===== config.mk =====
export PLATFORM = sky130hd
export DESIGN_NAME = hazard_sched
export DESIGN_NICKNAME = d
export VERILOG_FILES = /design/src/rtl/hazard_sched.sv
export SDC_FILE = /design/constraint.sdc
export NUM_CORES = 1
export LEC_CHECK = 0
export CORE_UTILIZATION = 46
export CTS_BUF_LIST = sky130_fd_sc_hd__clkbuf_4 sky130_fd_sc_hd__clkbuf_8 sky130_fd_sc_hd__clkbuf_16
export DETAILED_ROUTE_END_ITERATION = 16
export PLACE_DENSITY = 0.92
export SYNTH_ARGS = -nofsm -noshare
export SYNTH_HDL_FRONTEND = slang
export SYNTH_SLANG_ARGS = --single-unit

===== constraint.sdc =====
create_clock -name clk -period 2.2 [get_ports clk]
set_input_delay 0.22 -clock clk [delete_from_list [all_inputs] [get_ports clk]]
set_output_delay 0.22 -clock clk [all_outputs]
set_load 0.005 [all_outputs]

===== src/rtl/hazard_sched.sv =====
// ---------------------------------------------------------------------------
// hazard_sched
//   D-stage hazard scheduler for the 5-stage MIPS core.
//   - Compares D-stage Tuse against E/M-stage Tnew to decide the D stall.
//   - Selects D-stage forwarding sources for rs and rt (E beats M).
//   - Sequences the HI/LO multiply/divide unit and stalls HI/LO users in D
//     while an operation is in flight.
//   - Keeps a saturating count of stalled cycles for debug.
//
// Ports
//   clk, reset          clock, synchronous active-high reset
//   D_rs, D_rt          D-stage source register addresses
//   D_Tuse_rs/_rt       cycles until D needs the operand (3 = unused)
//   D_is_md             D instruction touches HI/LO
//   E_A3, E_Tnew        E-stage destination and result latency
//   M_A3, M_Tnew        M-stage destination and result latency
//   E_start, E_md_div   mult/div enters E this cycle; 1 = divide
//   stall               freeze PC and F/D, bubble into D/E (combinational)
//   fwd_rs_D, fwd_rt_D  00 regfile, 01 E result, 10 M result
//   md_busy             mult/div in progress, including the start cycle
//   md_done             pulse in the last busy cycle
//   md_err              sticky: start seen while an operation was running
//   stall_cnt           saturating count of stalled cycles
// ---------------------------------------------------------------------------
module hazard_sched #(
  parameter int MULT_CYC = 5,
  parameter int DIV_CYC  = 10,
  parameter int CNT_W    = 4,
  parameter int STAT_W   = 16
) (
  input  logic              clk,
  input  logic              reset,
  input  logic [4:0]        D_rs,
  input  logic [4:0]        D_rt,
  input  logic [1:0]        D_Tuse_rs,
  input  logic [1:0]        D_Tuse_rt,
  input  logic              D_is_md,
  input  logic [4:0]        E_A3,
  input  logic [1:0]        E_Tnew,
  input  logic [4:0]        M_A3,
  input  logic [1:0]        M_Tnew,
  input  logic              E_start,
  input  logic              E_md_div,
  output logic              stall,
  output logic [1:0]        fwd_rs_D,
  output logic [1:0]        fwd_rt_D,
  output logic              md_busy,
  output logic              md_done,
  output logic              md_err,
  output logic [STAT_W-1:0] stall_cnt
);

  typedef enum logic {IDLE, RUN} md_state_t;

  md_state_t        md_state;
  logic [CNT_W-1:0] md_cnt;

  logic rs_match_e, rs_match_m, rt_match_e, rt_match_m;
  logic rs_hzd, rt_hzd, md_hzd;

  // Register 0 never carries a real dependency.
  assign rs_match_e = (D_rs != 5'd0) && (D_rs == E_A3);
  assign rs_match_m = (D_rs != 5'd0) && (D_rs == M_A3);
  assign rt_match_e = (D_rt != 5'd0) && (D_rt == E_A3);
  assign rt_match_m = (D_rt != 5'd0) && (D_rt == M_A3);

  // A producer stalls D only if its result arrives later than D needs it.
  assign rs_hzd = (rs_match_e && (D_Tuse_rs < E_Tnew)) ||
                  (rs_match_m && (D_Tuse_rs < M_Tnew));
  assign rt_hzd = (rt_match_e && (D_Tuse_rt < E_Tnew)) ||
                  (rt_match_m && (D_Tuse_rt < M_Tnew));

  assign md_busy = E_start || (md_cnt != '0);
  assign md_done = (md_cnt == CNT_W'(1));
  assign md_hzd  = D_is_md && md_busy;

  assign stall = rs_hzd || rt_hzd || md_hzd;

  // Forward only results that are already available; the younger E stage wins.
  always_comb begin
    fwd_rs_D = 2'b00;
    if (rs_match_e && (E_Tnew == 2'd0))
      fwd_rs_D = 2'b01;
    else if (rs_match_m && (M_Tnew == 2'd0))
      fwd_rs_D = 2'b10;
  end

  always_comb begin
    fwd_rt_D = 2'b00;
    if (rt_match_e && (E_Tnew == 2'd0))
      fwd_rt_D = 2'b01;
    else if (rt_match_m && (M_Tnew == 2'd0))
      fwd_rt_D = 2'b10;
  end

  // md sequencer: RUN while md_cnt is nonzero. A start during RUN is not
  // reloaded; it only flags md_err so the collision is visible in debug.
  always_ff @(posedge clk) begin
    if (reset) begin
      md_state <= IDLE;
      md_cnt   <= '0;
      md_err   <= 1'b0;
    end else begin
      case (md_state)
        IDLE: begin
          if (E_start) begin
            md_cnt   <= E_md_div ? CNT_W'(DIV_CYC) : CNT_W'(MULT_CYC);
            md_state <= RUN;
          end
        end
        RUN: begin
          if (E_start)
            md_err <= 1'b1;
          md_cnt <= md_cnt - CNT_W'(1);
          if (md_cnt == CNT_W'(1))
            md_state <= IDLE;
        end
        default: begin
          md_state <= IDLE;
          md_cnt   <= '0;
        end
      endcase
    end
  end

  // Saturating stall statistics.
  always_ff @(posedge clk) begin
    if (reset)
      stall_cnt <= '0;
    else if (stall && (stall_cnt != '1))
      stall_cnt <= stall_cnt + STAT_W'(1);
  end

endmodule


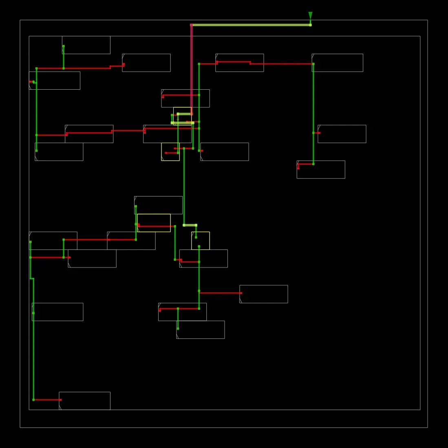
Run 1: clock nets
Clock Sinks: 22
Clk. pwr: 0.000227 W
clk_skew: 0.0111 ns

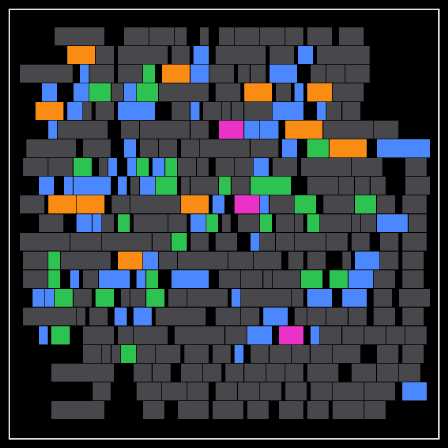
Run 1: selected gate families
Green shows aoi and oai cells, cells 27. Blue shows nor cells, cells 56. Magenta shows non-inverting ao/oa cells, cells 3. Orange shows mux cells, cells 11.
dominant logic cell type in the layout: buf_4
combinational share of cell area: 46.4%
Non-Filler Instances: 345

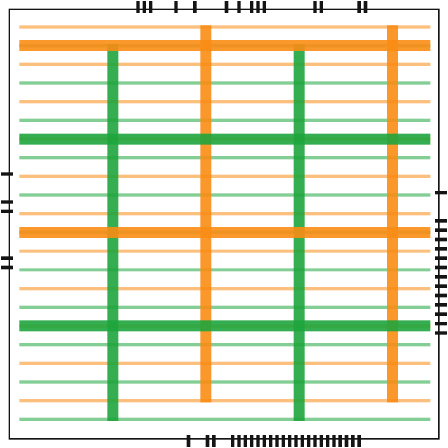
Run 1: floorplan with the power grid
Pins as bars on the die edge.
Green shows VSS. Orange shows VDD.
The core has 21 rows. 4 straps on met4. 4 straps on met5.

-- run 1: timing repair --
action | 4_1_cts | 5_1_grt
gates resized | 32 | 35
buffers inserted | 3 | 5
pin swaps | 8 | 16
cloned | 0 | 0
endpoints found under the hold margin | 0 | 0
setup endpoints to repair | 13 | 16
-- run 1: logic make-up after synthesis --
kind of cell	share of synthesized area, %
AND/OR/NAND/NOR	32.7
AND-OR/OR-AND	11.8
flip-flops	26.3
XOR/XNOR	10.5
buffers and inverters	5.01
multiplexers	7.70
adder cells (fa/ha/maj)	5.98
-- run 1: worst min-delay path, delay by kind of cell, from the launching register on --
family             cells  cell delay (ns)
and+or+nand+nor        1             0.09
DFF                    1             0.35
AOI/OAI and AO/OA      1             0.05
-- run 1: sequential cells by signal (all words and copies together) (netlist names) --
signal     count
md_cnt         4
md_state       1
stall_cnt     16
md_err         1
-- run 1: power breakdown --
| group | internal (W) | switching, W |
|---|---|---|
| combinational | 0.000216 | 0.000175 |
| clock | 0.000101 | 0.000126 |
| sequential | 0.000416 | 0.0000158 |
-- run 1: placed cells by master (no fill, tap or decap), types with 8 or more instances in the layout --
master / n
buf_4: 42
clkdlybuf4s50_1: 30
nor2_1: 19
xor2_1: 18
dfxtp_1: 18
dlygate4sd2_1: 16
nor2b_1: 10
a21oi_1: 9
nand2_1: 8
dlymetal6s2s_1: 8
-- run 1: final cells by class --
class	count	share of cell area, %
multi-input combinational	164	46.4
sequential	22	16.1
tap	46	2.08
inverter	7	0.951
timing repair buffer	102	33.1
clock buffer	4	1.31
-- run 1: stage by stage --
stage               hold WS [ns]  area (sq um)
floorplan                  0.436          1670
global placement           0.457          2520
detailed placement         0.493          2520
CTS                        0.505          2620
global route               0.548          2760
finish                     0.521          2760
-- run 1: routing by layer --
| metal | wire length [microns] | part of all wire [%] |
|---|---|---|
| met5 | 0 | 0 |
| met4 | 131 | 2.4 |
| met3 | 234 | 4.3 |
| met2 | 2900 | 53 |
| met1 | 2230 | 41 |
-- run 1: worst min-delay path by stage --
stage,depth (start not counted),slack (ns),from,to
6_report,2,0.52,md_err,md_err
5_1_grt,2,0.55,stall_cnt[1],stall_cnt[1]
4_1_cts,2,0.51,stall_cnt[9],stall_cnt[9]
3_5_place_dp,2,0.49,stall_cnt[9],stall_cnt[9]
3_3_place_gp,2,0.46,md_err,md_err
2_1_floorplan,3,0.44,E_md_div,md_cnt[0]
==> results.cfg <==
; implementation run metrics
[floorplan]
ios = 57
fp_util_pct = 49.0
dieWidth_microns = 62.3
die_area_sq_um = 3880
fp-row-count = 21
die_h_microns = 62.3
core-area_sq_um = 3420

[detailed_routing]
routed_wl_microns = 5490
drc = 0
via_per_inst = 5.62
drtIter0Drc = 104
ant_nets = 0
wire_per_inst_microns = 15.9
vias = 1938
first_pass_iters = 4

[worst_setup_path]
crit_path_end = stall_cnt[15]
arrival_ns = 2.44
reg2reg_to = stall_cnt[15]
cpMaxStageDelayCell = or4_1
critPathMaxFanout = 4
r2r_cells = 5
crit_cells = 5
crit_buf_inv = 0
timing_worst_setup_path_type = flop to flop
cp.required_ns = 2.44
max_stage_delay_ns = 0.61
worst_setup_path_start_kind = flop
rrSetupSlack_ns = 0.001
cp_top_family = simple AND/OR/NAND/NOR gates
path_cells = and4_2, nand4_1, or4_1, or3_2, a21oi_1
crit_start = stall_cnt[9]
reg2reg_from = stall_cnt[9]
crit_path_end_kind = flop

[cts]
cts_root_buf = clkbuf_4
cts_made_buffers = 3
cts.htree.levels = 1
cts_buffer_depth = 2
clk_latency_ns = 0.31
path_clk_slew_ns = 0.13
tritoncts = yes
cts_hold_buf = 0

[sta]
fin_ws_ns = 0.00100
slew_headroom_pct = 73.9
period_needed_ns = 2.20
drv_slew = 0
setup_viol_count_final = 0
tightest_slew_ns = 0.392
hold_viol = 0
final.setup.tns_ns = 0
clock.fmax_mhz = 455
period_used_pct = 100

[cells_and_area]
finalNetCount = 341
seqCellArea_sq_um = 445
n_fill_cell = 219
drive_gt1_share_pct = 32.8
area_growth_syn_to_layout_pct = 65.2
logic_area_sq_um = 1280
diodes = 0
utilization_pct = 80.9

[power_and_ir_drop]
power_w = 0.00105
vdd_drop_max_mv = 0.363
power_density_nw_per_um2 = 380
leakagePower_nw = 1.19

[outcome]
status = finished, final reports clean

[grt]
use_met2_pct = 51.2
grt_pass1_vias = 1960
grt_pass1_wl_microns = 8540
grtUsageTotal_pct = 27.0
busiest_layer = met2
grt_overflow = 0
grt_max_degree = 33
grt_antenna_before_repair = 0
use_met1_pct = 30.5
use_met3_pct = 2.94

[synth]
ys_cells = 201
topCellsByArea = dfxtp_1 26%, xor2_1 9.4%, ha_1 6.0%, mux2_2 4.7%, nor2_1 4.3%
ys_seq_elements = 22
ys_types = 47
ys_area_sq_um = 1670
yosysMostFrequentCell = dfxtp_1
synth_warnings = 0
syn_area_per_cell_sq_um = 8.32
postSynthSeqShare_pct = 26.3
async_flop_share_pct = 0
common_cells = 22 x dfxtp_1, 19 x nor2_1, 18 x xor2_1
synthFlopType = dfxtp_1
synth_nets = 242
syn_area_sq_um = 1670
top_cell_area_share_pct = 26.3
edf_count = 0
synthesis.instances = 201
top_area_cell = dfxtp_1

[flow_run]
maxCapViolCount = 0
warning_count = 29

[placement]
placed_cells = 333
place_hpwl_microns = 3650
place_ws_ns = -0.473
routabilityCongestion = 0.833
numPortBuffers = 56

[hold_path]
min_path_type = flop to flop
Power and IR drop assume default switching activity.
